Design multi_beat, sky130hd; sources not shown.
**Clock distribution**

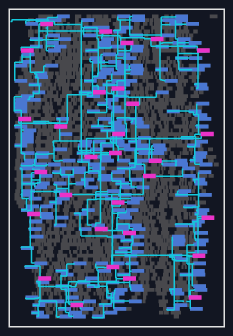
- clock wires: cyan (length 3990 um)
- flip-flops: blue (count 310)
- clock drivers: magenta (count 30)
- flops lie: spread over the die
- routed clock nets: 31
worst clock skew: 0.0223 ns
power in the clock group: 2.86 mW
Latency at later pin: 0.58 ns
clock group share of total power: 22.0%

**Placement by cell class**

Fill, decap, tap and diode cells in grey.
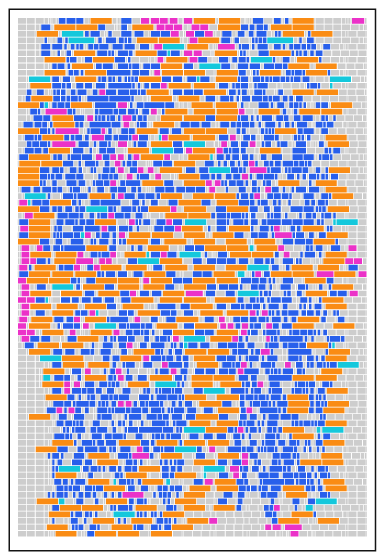
- combinational and other logic: blue (cells 1474; share of their area 52%)
- clock drivers and dummy loads: cyan (cells 56; share of their area 4.4%)
- sequential cells: orange (cells 310; share of their area 36%)
- remaining buffers and delay cells: magenta (cells 168; share of their area 7.4%)
final instance area: 22000 um2
fin util: 69.0%
share of the final layout cell area in sequential cells: 35.5%
Core Area: 31800 um2

**Clock routing**

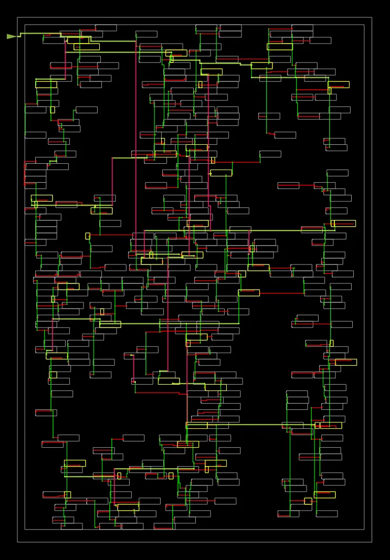
number of clock buffers inserted by TritonCTS: 30
layout clock buffer count: 31

==> reports/qor.txt <==
Number of instances in the synthesized netlist: 1842
Tightest hold margin: 0.183 ns
Type of origin of the critical path: register
H-Tree Depth: 1
Critical path, cell by cell: or4_4 -> nor4b_4 -> nand2_4 -> or4_4 -> and2_4 -> ha_4 -> nand2b_4 -> a2111oi_4 -> a2111oi_4 -> o41ai_2 -> buf_4 -> nand3_4 -> clkbuf_16 -> nor2_1
Setup tns final: -1.04 ns
Floorplan Nets: 2021
Arrival time at the worst endpoint: 4.47 ns
DRT Pass-1 Iters: 5
Yosys warns: 0
Max VDD drop: 0.000398 V
Aggregate global-route resource usage: 25.8%
Max Root-Sink Buffers: 3
Hold Path Class: primary input to asynchronous set/reset pin
Most frequently placed logic cell in the final layout: dfrtp_1
Area used by multi-input combinational logic: 11000 um2
Layout Area Growth over Synthesis: 19.3%
Global-route wire length before repair: 73.2 mm
Number of top-level pins: 48
X dimension of the die: 153 um
Leakage power summed over all cells: 9.75 nW
Row count: 80
Flop2flop setup slack: -0.05 ns
DR WL/cell: 19.0 um
Fraction of layout instances using a drive strength above 1: 23.9%
Flip-flops with a built-in enable: 0
Antenna cells: 0
Synth cell types: 54
Chip area line of the yosys report: 18400 um2
Number of port buffers: 47
Die y size: 226 um
DIE AREA: 34600 um2
Starting DRT DRC Count: 668
Most numerous logic cells after layout: dfrtp_1, nand2_1, nor2_1
Crit share post-route: 101%
Post-DRT Antenna Nets: 0
Worst Slack Setup Final: -0.0535 ns
Filler instances: 2341
Number of hold violations in the final report: 0
Critical Path Slowest Stage Cell: or4_4
Largest stage delay on the critical path: 0.56 ns
Largest net degree at the start of global routing: 101
Final-stage net count: 2163
Run status: finished, violations left
Gp weighted congestion: 0.904
Post-synthesis cell count from yosys: 1842
Kind of critical path: register to register
PD cells: 590 nW/um2
Total of hold buffers inserted after clock tree synthesis: 0
Unrepaired setup endpoints after global routing: yes
Worst-margin pin slew: 1.07 ns
Mean post-synth cell area: 10.0 um2
Sink Count: 310
Detailed-placement wirelength estimate: 32.8 mm
Sequential cell area in the final layout: 7800 um2
Share of flip-flops with an asynchronous set or reset: 100%
Clock edge transition at the registers on the reported setup and hold paths: 0.06 ns
Max-cap check violation count: 0
Initial antenna violation count: 0
Gate family responsible for the most delay along the worst path: simple AND/OR/NAND/NOR gates
Achievable frequency: 253 MHz
Final routed wirelength across all metal layers: 45.9 mm
Worst relative slew slack: 28.2%
Vias after detailed routing: 14300
Number of gates on the worst path with buffers counted: 14
CP Buf/Inv Count: 2
Setup Viol. Count Final: 33
Violated checks: setup timing
Remaining global-route overflow: 0
Syn Std Cell Area: 18400 um2
Tool warnings: 35
DRC violations left: 0
Vias in the first global route: 14300
Max Transition Viols Final: 0
Endpoint kind of the worst setup timing path: register
Post-synth top flop: dfrtp_1
Highest net fanout along the worst path: 8
Vias/cell: 5.92
-- where the power goes --
| part | internal (mW) | switching, mW | leakage [nW] | total [mW] |
|---|---|---|---|---|
| clock network | 1.57 | 1.29 | 0.490 | 2.86 |
| logic | 2.41 | 2.44 | 5.34 | 4.86 |
| registers | 4.13 | 1.12 | 3.91 | 5.26 |
| total | 8.12 | 4.85 | 9.75 | 13.0 |
-- layout make-up --
type | count | share of cell area, %
Multi-Input combinational cell | 1443 | 50.1
Sequential cell | 310 | 35.5
Timing Repair Buffer | 168 | 7.19
Clock buffer | 31 | 3.53
Tap cell | 410 | 2.33
Clock inverter | 25 | 0.786
Inverter | 31 | 0.530
-- through the flow --
| stage | setup WS, ns | instance area [um2] | std cells | total power, mW |
|---|---|---|---|---|
| 2_1_floorplan | -0.237 | 18500 | 1842 | 7.88 |
| 5_1_grt | -0.161 | 22000 | 2418 | 13.8 |
| 4_1_cts | -0.0245 | 21200 | 2401 | 12.5 |
| 3_5_place_dp | -0.155 | 20000 | 2339 | 9.49 |
| 3_3_place_gp | -0.161 | 20000 | 2339 | 9.26 |
| 6_report | -0.0535 | 22000 | 2418 | 13.0 |
-- cell families (layout without fill, tap and decap cells) --
logic type               count (synthesis)  after routing  share of synthesized area [%]
AND-OR/OR-AND                          136            136                           4.63
adder cells (fa/ha/maj)                140            140                           9.51
XOR/XNOR                               221            221                           10.5
AND/OR/NAND/NOR                        777            777                           20.7
multiplexers                           169            169                           10.3
flip-flops                             310            310                           42.3
buffers and inverters                   89            255                           2.07
-- synth_stat cells (all sizes together), types with 10 or more instances --
cell,count,area [um2]
a21oi,48,240
and3,26,163
and4,23,201
buf,17,111
clkbuf,41,154
dfrtp,278,6960
dfstp,32,841
ha,140,1750
inv,31,116
mux2,166,1870
nand2,220,833
nand2b,19,119
nand3,73,365
nand4,48,300
nor2,209,785
nor3,50,255
nor4,37,231
o21a,16,120
o21ai,28,140
or3,10,62.6
or4,13,101
xnor2,84,736
xor2,137,1200
-- metal layers --
metal  GRT usage, %  part of all wire (%)  vias up
met3           2.91                   3.8      128
li1               -                     -     6786
met4           10.5                   4.6        0
met1           31.5                    40     7084
met5              0                     0        -
met2           46.6                    51      316
-- what timing repair did --
action | CTS | global route
gates cloned | 2 | 2
pin swaps | 4 | 26
endpoints found under the setup margin | 132 | 136
buffers inserted | 4 | 16
gates resized | 31 | 123
Power is estimated from default activity; no workload was simulated.
